$ cat src/rtl/timer.sv
// timer: start/pause elapsed-time counter with packed-BCD output (00..MAX_COUNT).
// Counts while start is high, holds while low, clears asynchronously on reset.
// A prescaler divides enabled clocks by TICK_DIV to form one count unit.
// Operating modes (no state output): IDLE = count 00 with start low,
// RUN = start high, PAUSE = start low with nonzero count. IDLE and PAUSE
// both simply hold, so the mode never needs a register of its own.
module timer #(
  parameter int TICK_DIV  = 1,   // enabled clocks per increment, >= 1
  parameter int MAX_COUNT = 99   // terminal decimal value, 1..99
) (
  input  logic       clk,
  input  logic       reset,      // asynchronous, active-low
  input  logic       start,      // level-sensitive run enable
  output logic [7:0] timer_time  // [7:4] tens, [3:0] units
);

  // A one-bit prescaler is kept for TICK_DIV = 1 so the declarations stay
  // legal; it is tied to zero and is removed by synthesis.
  localparam int PW = (TICK_DIV > 1) ? $clog2(TICK_DIV) : 1;

  localparam logic [3:0] MAX_TENS  = 4'(MAX_COUNT / 10);
  localparam logic [3:0] MAX_UNITS = 4'(MAX_COUNT % 10);
  localparam logic [7:0] MAX_BCD   = {MAX_TENS, MAX_UNITS};

  logic [PW-1:0] prescale_reg;
  logic [PW-1:0] prescale_next;
  logic          advance;
  logic [7:0]    count_reg;
  logic [7:0]    count_next;

  // Prescaler: steps only while running, so a partial prescale survives a pause.
  always_comb begin
    advance       = 1'b0;
    prescale_next = prescale_reg;
    if (start) begin
      if (TICK_DIV == 1) begin
        advance       = 1'b1;
        prescale_next = '0;
      end else if (prescale_reg == PW'(TICK_DIV - 1)) begin
        advance       = 1'b1;
        prescale_next = '0;
      end else begin
        prescale_next = prescale_reg + PW'(1);
      end
    end
  end

  // BCD increment with wrap from MAX_COUNT straight to 00 on the same edge.
  always_comb begin
    count_next = count_reg;
    if (advance) begin
      if (count_reg == MAX_BCD) begin
        count_next = 8'h00;
      end else if (count_reg[3:0] == 4'd9) begin
        count_next = {count_reg[7:4] + 4'd1, 4'd0};
      end else begin
        count_next = {count_reg[7:4], count_reg[3:0] + 4'd1};
      end
    end
  end

  // All state lives here; reset clears count and prescaler without a clock.
  always_ff @(posedge clk or negedge reset) begin
    if (!reset) begin
      count_reg    <= 8'h00;
      prescale_reg <= '0;
    end else begin
      count_reg    <= count_next;
      prescale_reg <= prescale_next;
    end
  end

  assign timer_time = count_reg;

endmodule

$ cat config.mk
export PLATFORM = sky130hd
export DESIGN_NAME = timer
export DESIGN_NICKNAME = d
export VERILOG_FILES = /design/src/rtl/timer.sv
export SDC_FILE = /design/constraint.sdc
export NUM_CORES = 1
export LEC_CHECK = 0
export CAP_MARGIN = 40
export CORE_AREA = 4 4 48 50
export CTS_CLUSTER_SIZE = 28
export DETAILED_ROUTE_END_ITERATION = 8
export DIE_AREA = 0 0 52 54
export GPL_ROUTABILITY_DRIVEN = 0
export PLACE_DENSITY_LB_ADDON = 0.3
export SLEW_MARGIN = 0
export SYNTH_ARGS = -nofsm -noshare
export SYNTH_HDL_FRONTEND = slang
export SYNTH_SLANG_ARGS = --single-unit
$ cat constraint.sdc
create_clock -name clk -period 1.73 [get_ports clk]
set_input_delay 0.2595 -clock clk [delete_from_list [all_inputs] [get_ports clk]]
set_output_delay 0.2595 -clock clk [all_outputs]
set_load 0.02 [all_outputs]
==> flow_summary_export.csv, run 1 <==
group,metric,value,unit
critical_path,cp-end-kind,"output port",
logic_synthesis,ys_cells,46,
logic_synthesis,synthCells,46,
pwr,ir_drop,0.595,mV
finish,drive_gt1_frac,0.119,
finish,multiInputGateArea,234,sq um
critical_path,path_max_fanout,7,
critical_path,cp_slowest_cell,"clkdlybuf4s50_1",
critical_path,worstSetupStartpointType,"flip-flop",
final_timing,skew,0.000863,ns
outcome,status,"complete, no violations",
die,ios,11,
die,die_w,52,um
global_routing,overflow,0,
job,maxCapViolCount,0,
finish,antenna_cells,0,
logic_synthesis,yosysWarnings,0,
final_timing,min_period,1.61,ns
logic_synthesis,syn-cell-area,453,sq um
die,chipArea,2810,sq um
clock_network,post_cts_resized,0,
detailed_routing,firstDrtPassIters,4,
critical_path,critical_path_buf_inv_count,1,
pwr,power.density,1690,nW/um^2
finish,seq_area,200,sq um
critical_path,arrival,1.35,ns
final_timing,drv_slew,0,
place,port_buffers,10,
finish,layout_top_cells,"clkdlybuf4s50_1 (10), dfrtp_1 (8), nand2_1 (7), o21ai_0 (6), ha_1 (4)",
finish,fillers,218,
global_routing,grt_use_total,0.0839,
worst_hold_path,hold_path_class,"primary input to asynchronous set/reset pin",
detailed_routing,detail-route-antenna-nets,0,
==> run 1: worst paths after layout <==
path                                           start  slack (ns)                         to
max reg2reg                timer_time[1]$_DFFE_PN0P_        0.26  timer_time[6]$_DFFE_PN0P_
min reg2reg                timer_time[4]$_DFFE_PN0P_        0.59  timer_time[4]$_DFFE_PN0P_
max                        timer_time[2]$_DFFE_PN0P_        0.12              timer_time[2]
min                                            reset        0.30  timer_time[6]$_DFFE_PN0P_
min in group clk           timer_time[4]$_DFFE_PN0P_        0.59  timer_time[4]$_DFFE_PN0P_
max in group asynchronous                      reset        1.16  timer_time[2]$_DFFE_PN0P_
==> run 1: layout make-up <==
type	instances	area share
timing repair buffer	11	0.177
tap	27	0.0554
inverter	3	0.0185
multi-input combinational	34	0.384
sequential	8	0.329
clock buffer	3	0.0370
==> run 1: metrics by stage <==
step                utilization  hold WS [ns]  cell area (sq um)  power [mW]  worst slack, ns
floorplan                     -       -0.0361                453       0.668            0.269
global placement          0.309         0.569                587       0.897            0.178
detailed placement        0.309         0.575                587       0.895            0.152
CTS                       0.320         0.302                609        1.05            0.108
global route              0.320         0.336                609        1.12           0.0541
finish                    0.320         0.298                609        1.03            0.118
==> run 1: cell usage after synthesis (all sizes together) <==
library cell  number  area, sq um
dfrtp              8          200
nand2              8         32.5
o21ai              6         30.0
ha                 4         50.1
inv                3         11.3
nor2               3         11.3
and4b              2         23.8
a211oi             1         7.51
a21boi             1         7.51
a21oi              1         5.00
buf                1         7.51
mux2               1         15.0
nand2b             1         6.26
nand3              1         5.00
nand4b             1         8.76
o211ai             1         7.51
o22ai              1         6.26
o311ai             1         8.76
xor2               1         8.76
==> run 1: worst reg2reg max path, delay by kind of cell, from the launching register on <==
kind	cells	cell delay, ns
adders and majority gates	1	0.20
buffers and inverters	1	0.08
DFF	1	0.44
muxes	1	0.29
and+or+nand+nor	2	0.35
==> run 1: power breakdown <==
group	internal (mW)	total (mW)	switching, mW
Combinational	0.257	0.497	0.240
Clock	0.0793	0.141	0.0621
Sequential	0.268	0.393	0.125
Total	0.604	1.03	0.428
==> run 1: cell families (layout without fill, tap and decap cells) <==
family | Yosys count | count (layout) | share of synthesized area
xor+xnor | 1 | 1 | 0.0193
compound gates | 12 | 12 | 0.160
mux | 1 | 1 | 0.0331
fa+ha+maj | 4 | 4 | 0.111
simple gates | 16 | 16 | 0.193
flops | 8 | 8 | 0.442
buf+inv | 4 | 17 | 0.0414
==> run 1: routing by layer <==
layer	vias up	wire (um)
met5	-	0
met4	0	12
met3	2	65
met2	13	351
met1	179	469
li1	187	-
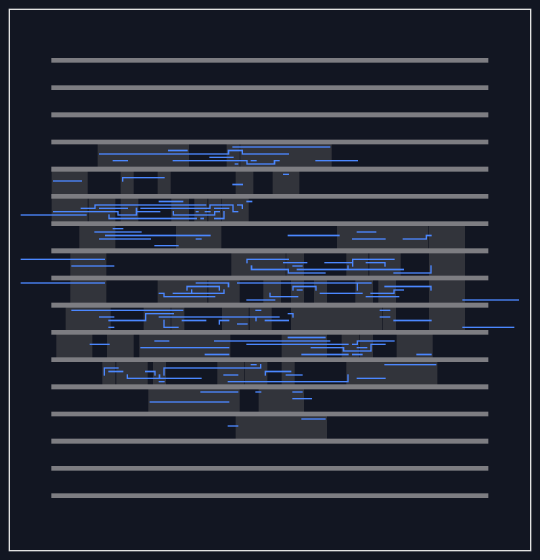
Run 1: metal 1
Scale: 10 px per um. Supply wires on this layer in grey.
wire length on this layer	470 um
share of all routed wire	52%
main direction	horizontal
longest straight run	13.3 um

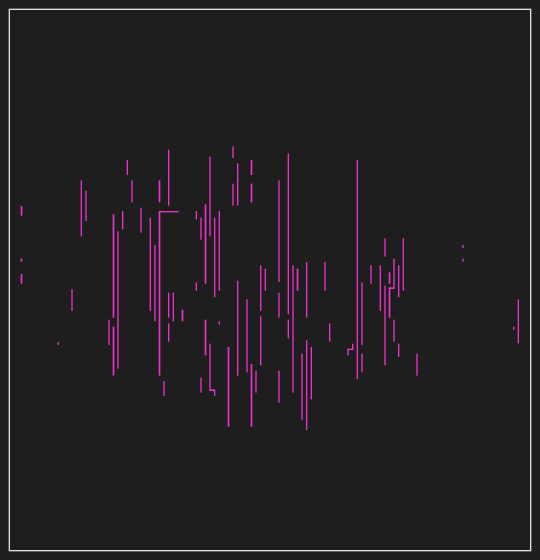
Run 1: signal wires on met2
Scale: 10 px per um.
main direction	vertical
wire length on this layer	352 um
nets with wire on the layer	53
met2 Resource Use GR: 0.105
total number of vias: 381
DRT Wirelength: 899 um

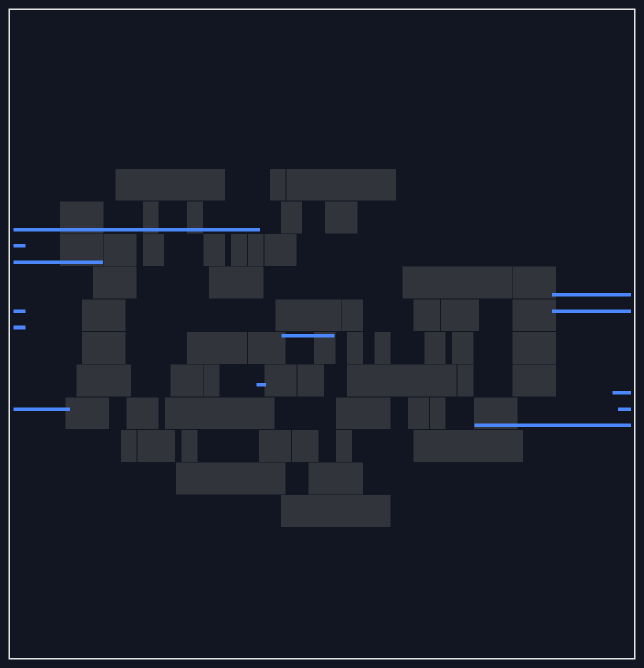
Run 1: the metal 3 layer
Scale: 12 px per um.
share of all routed wire	7.3%
main direction	horizontal

Run 1, clock wires, drivers and flops:
Scale: 4 px per um.
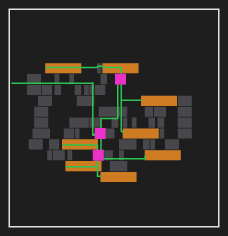

==> run 2, diff against run 1 <==
--- a/config.mk
+++ b/config.mk
@@ -11,7 +11,7 @@
 export DETAILED_ROUTE_END_ITERATION = 8
 export DIE_AREA = 0 0 52 54
 export GPL_ROUTABILITY_DRIVEN = 0
-export PLACE_DENSITY_LB_ADDON = 0.3
+export PLACE_DENSITY = 0.43
 export SLEW_MARGIN = 0
 export SYNTH_ARGS = -nofsm -noshare
 export SYNTH_HDL_FRONTEND = slang
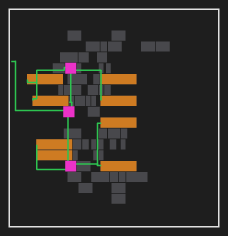
Run 2: clock wires, drivers and flops
Scale: 4 px per um.
[clock wires] green | length: 120 um
[cells driving clock nets] magenta | count: 3
[flip-flops] orange | count: 8
routed clock nets	4
Clock power frac: 0.136
clock network power: 140 uW
Late-Pin Clk Latency: 0.25 ns
Setup Skew: 0.00109 ns

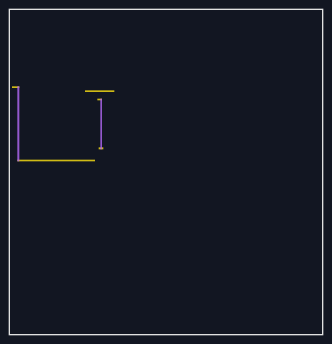
Run 2: metal layers overlaid
Scale: 6 px per um. Only two layers are drawn.
layer	colour	wire length
met4	purple	20.4 um
met3	yellow	18.6 um
total number of vias: 377
DRT Wirelength: 884 um
post-DR wirelength/cell: 10.3 um

==> run 2 against run 1 <==
Effect of this change:
- count of clock-buffer cells in the layout unchanged
- synthesized area is the same
- cell area stayed put
- total power is 0.22% lower
- critical path depth is the same
- clock skew is essentially flat
- utilization unchanged
- wire length fell by 1.7%
- register-to-register slack is essentially flat
- maximum frequency up 1.4%
- die area unchanged
- flip-flop count stayed put
- critical path type unchanged
==> flow_summary_export.csv, run 2 <==
group,metric,value,unit
logic_synthesis,ys_sh_mux,0.0331,
final_timing,min_period,1.59,ns
logic_synthesis,ys_async_sr_fraction,1.00,
place,place_area,587,sq um
logic_synthesis,synthXorXnorAreaFrac,0.0193,
finish,drive_gt1_frac,0.119,
critical_path,path_max_fanout,7,
outcome,status,"complete, no violations",
logic_synthesis,synth_top_cell_by_count,"dfrtp_1",
pwr,power.density,1690,nW/um^2
logic_synthesis,synth-edff-count,0,
finish,antenna_cells,0,
critical_path,r2r_start,"timer_time[1]$_DFFE_PN0P_",
logic_synthesis,synthCells,46,
logic_synthesis,simple_gate_share,0.193,
die,die_w,52,um
logic_synthesis,aoi_share,0.160,
critical_path,startpoint,"timer_time[2]$_DFFE_PN0P_",
clock_network,post_cts_resized,0,
critical_path,cp_slowest_cell,"clkdlybuf4s50_1",
detailed_routing,detail-route-antenna-nets,0,
place,place_ws,0.223,ns
logic_synthesis,yosysWarnings,0,
die,ios,11,
job,maxCapViolCount,0,
logic_synthesis,ys_cells,46,
global_routing,grtUsageMet2,0.109,
logic_synthesis,synth_top_cell_by_area,"dfrtp_1",
logic_synthesis,logic_family,"simple AND/OR/NAND/NOR gates",
global_routing,grt_use_total,0.0733,
critical_path,worstSetupStartpointType,"flip-flop",
logic_synthesis,flop_cell,"dfrtp_1",
critical_path,arrival,1.33,ns
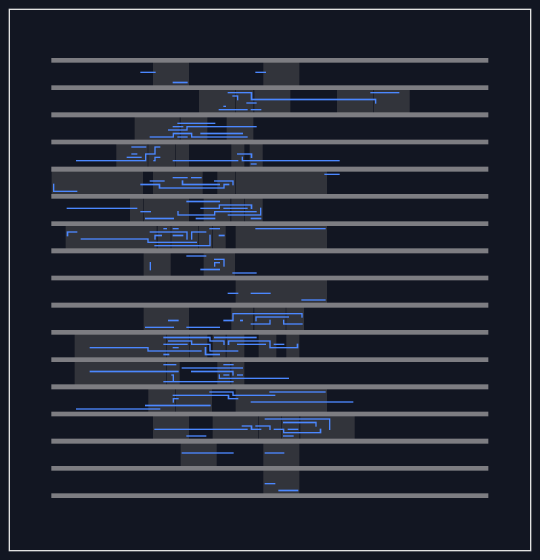
Run 2: metal 1
Scale: 10 px per um. Supply wires on this layer in grey.
wire length on this layer	397 um
share of all routed wire	45%
met1 Use GR: 0.0929

==> run 2: worst reg2reg max path, cell delays in order (launching register included) <==
cell and delay, ns:
dfrtp_1 0.43, inv_1 0.08, ha_1 0.20, and4b_4 0.30, nand2_2 0.07, mux2_4 0.29
==> run 2: metal layers <==
layer  vias up  part of all wire  wire (um)
li1        194                 -          -
met1       174              0.45        396
met2         5              0.51        448
met3         4             0.020         18
met4         0             0.023         20
met5         -                 0          0
==> run 2: area by class of cell <==
class                   count  area, sq um
flip-flops and latches      8          200
repair buffers             11          108
clock buffers               3         22.5
multi-input cells          34          234
inverters                   3         11.3
well taps                  27         33.8
fillers                   186         1290
==> run 2: kinds of logic after synthesis <==
group,Yosys count
flops,8
compound gates,12
mux,1
buf+inv,4
fa+ha+maj,4
xor+xnor,1
simple gates,16
==> run 2: per-stage QoR <==
stage               hold WS (ns)  power (mW)
floorplan                -0.0361       0.668
detailed placement         0.561       0.901
global placement           0.574       0.903
CTS                        0.291        1.05
finish                     0.285        1.03
global route               0.306        1.12
==> run 2: worst min-delay path by stage <==
stage               slack (ns)                   endpoint  startpoint  cells after the start
floorplan                -0.04  timer_time[0]$_DFFE_PN0P_       reset                      0
global placement          0.57  timer_time[5]$_DFFE_PN0P_       reset                      1
detailed placement        0.56  timer_time[6]$_DFFE_PN0P_       reset                      1
CTS                       0.29  timer_time[5]$_DFFE_PN0P_       reset                      1
global route              0.31  timer_time[5]$_DFFE_PN0P_       reset                      1
finish                    0.29  timer_time[6]$_DFFE_PN0P_       reset                      1
==> run 2: report_power, final <==
| part | leakage, nW | total, mW | internal [mW] | switching [mW] |
|---|---|---|---|---|
| Clock | 0.0138 | 0.140 | 0.0792 | 0.0605 |
| Sequential | 0.0937 | 0.390 | 0.268 | 0.122 |
| Combinational | 0.153 | 0.500 | 0.257 | 0.243 |
| Total | 0.261 | 1.03 | 0.604 | 0.426 |
Run 2, signal wires on met2:
Scale: 10 px per um.
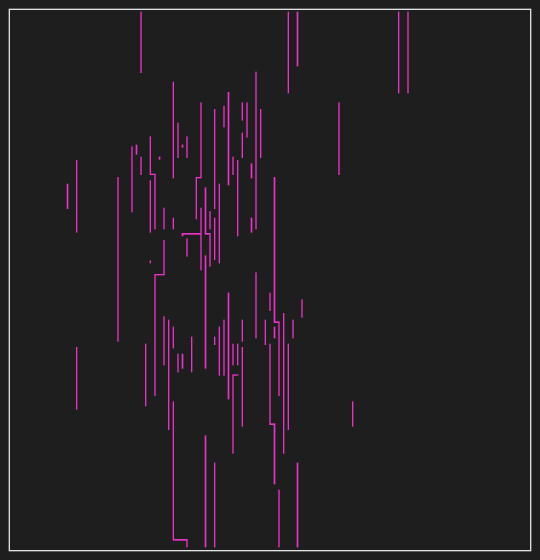

==> run 3, diff against run 2 <==
--- a/config.mk
+++ b/config.mk
@@ -6,12 +6,12 @@
 export NUM_CORES = 1
 export LEC_CHECK = 0
 export CAP_MARGIN = 40
-export CORE_AREA = 4 4 48 50
+export CORE_AREA = 4 4 41 43
 export CTS_CLUSTER_SIZE = 28
 export DETAILED_ROUTE_END_ITERATION = 8
-export DIE_AREA = 0 0 52 54
+export DIE_AREA = 0 0 45 47
 export GPL_ROUTABILITY_DRIVEN = 0
-export PLACE_DENSITY = 0.43
+export PLACE_DENSITY = 0.56
 export SLEW_MARGIN = 0
 export SYNTH_ARGS = -nofsm -noshare
 export SYNTH_HDL_FRONTEND = slang
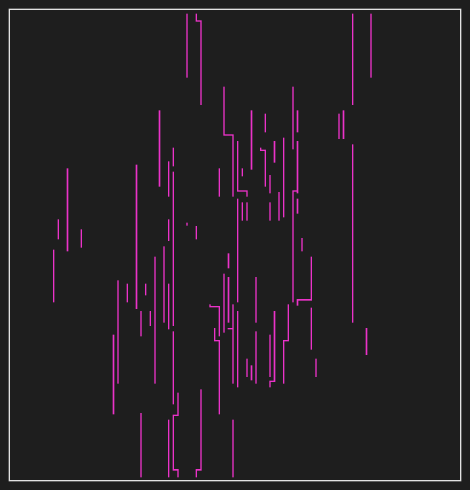
Run 3: signal wires on met2
Scale: 10 px per um.
longest straight run	17.7 um
main direction	vertical
share of all routed wire	45%

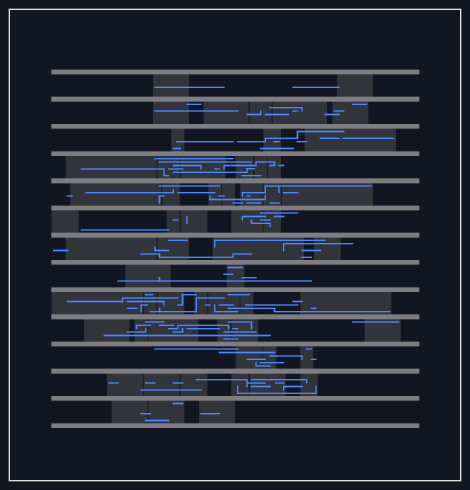
Run 3: metal 1
Scale: 10 px per um. Supply wires on this layer in grey.
wire length on this layer	413 um
nets with wire on the layer	58
main direction	horizontal
longest straight run	19.3 um
total number of vias: 362
DRT Wirelength: 860 um
met1 Use GR: 0.128

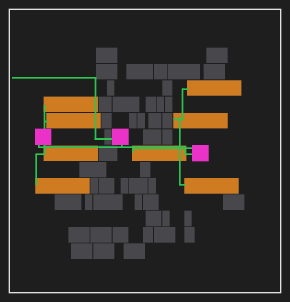
Run 3: clock wires, drivers and flops
Scale: 6 px per um.
[flip-flops] orange | count: 8
[cells driving clock nets] magenta | count: 3
[clock wires] green | length: 105 um
routed clock nets	4
Setup Skew: 0.00786 ns
Clock power frac: 0.132
clock network power: 135 uW

==> run 3 against run 2 <==
Effect of this change:
- synthesized cell count unchanged
- via count decreased by 4.0%
- global-route usage increased by 2.4 points
- flip-flop count unchanged
- setup slack got worse by 0.0020 ns
- clock skew increased by 0.0068 ns
- critical path depth unchanged
- maximum frequency decreased by 0.12%
- combinational power about the same
- sequential share of layout area increased by 0.83 points
- first-iteration DRC count decreased by 64%
- count of clock-buffer cells in the layout unchanged
==> flow_summary_export.csv, run 3 <==
group,metric,value,unit
finish,postLayoutCoreUtil,0.457,
die,chipArea,2120,sq um
finish,fillers,135,
logic_synthesis,top_cells_by_count,"dfrtp_1 (8), nand2_1 (7), o21ai_0 (6)",
detailed_routing,wl_per_cell,11.6,um
logic_synthesis,synth-edff-count,0,
critical_path,arrival,1.33,ns
global_routing,grt_use_total,0.0972,
logic_synthesis,area_leaders,"dfrtp_1 (44%), ha_1 (11%), o21ai_0 (6.6%)",
critical_path,cp_slowest_cell,"clkdlybuf4s50_1",
final_timing,drv_slew,0,
logic_synthesis,synthCells,46,
place,place_area,572,sq um
critical_path,worstSetupStartpointType,"flip-flop",
finish,drive_gt1_frac,0.119,
logic_synthesis,synthXorXnorAreaFrac,0.0193,
job,maxCapViolCount,0,
logic_synthesis,top_cell_area_share,0.442,
logic_synthesis,aoi_share,0.160,
die,ios,11,
logic_synthesis,yosysWarnings,0,
place,place_ws,0.240,ns
outcome,status,"complete, no violations",
finish,antenna_cells,0,
detailed_routing,firstDrtPassIters,2,
## run 3: layout make-up
type	count	area, sq um	area share
Timing Repair Buffer	11	108	0.181
Tap cell	15	18.8	0.0316
Sequential cell	8	200	0.337
Inverter	3	11.3	0.0189
Multi-Input combinational cell	34	234	0.394
Clock buffer	3	22.5	0.0379
## run 3: worst reg2reg max path: cells and delay by family, from the launching register on
family                   cells  cell delay [ns]
adder cells (fa/ha/maj)      1             0.20
buffers and inverters        1             0.08
flip-flops                   1             0.43
multiplexers                 1             0.28
AND/OR/NAND/NOR              2             0.35
## run 3: worst paths after layout
kind                                                   to                       from  slack [ns]
worst max-delay path                        timer_time[0]  timer_time[0]$_DFFE_PN0P_        0.14
max in group asynchronous       timer_time[5]$_DFFE_PN0P_                      reset        1.18
worst max register to register  timer_time[6]$_DFFE_PN0P_  timer_time[1]$_DFFE_PN0P_        0.28
worst min-delay path            timer_time[3]$_DFFE_PN0P_                      reset        0.28
min in group clk                timer_time[4]$_DFFE_PN0P_  timer_time[4]$_DFFE_PN0P_        0.58
worst min register to register  timer_time[4]$_DFFE_PN0P_  timer_time[4]$_DFFE_PN0P_        0.58
## run 3: routing by layer
metal / vias to the layer above / global-route usage / share of wire
li1: 189 / - / -
met1: 166 / 0.128 / 0.48
met2: 5 / 0.121 / 0.45
met3: 2 / 0.0690 / 0.058
met4: 0 / 0.0351 / 0.012
met5: - / 0 / 0
## run 3: cells by family (layout without fill, tap and decap cells)
| group | after synthesis | in the layout |
|---|---|---|
| and+or+nand+nor | 16 | 16 |
| muxes | 1 | 1 |
| AOI/OAI and AO/OA | 12 | 12 |
| buffers and inverters | 4 | 17 |
| xor gates and xnor gates | 1 | 1 |
| adders and majority gates | 4 | 4 |
| DFF | 8 | 8 |
## run 3: per-stage QoR
step	hold slack, ns	total power, mW
5_1_grt	0.294	1.11
3_5_place_dp	0.560	0.899
3_3_place_gp	0.565	0.900
6_report	0.283	1.02
4_1_cts	0.289	1.04
2_1_floorplan	-0.0361	0.668
## run 3: where the power goes
part	switching [mW]	total [mW]	internal, mW	leakage, nW
clock	0.0562	0.135	0.0789	0.0138
combinational	0.241	0.497	0.255	0.153
sequential	0.122	0.390	0.268	0.0937
total	0.420	1.02	0.603	0.261
No activity file was given, so power comes from the tool's default toggle rates.
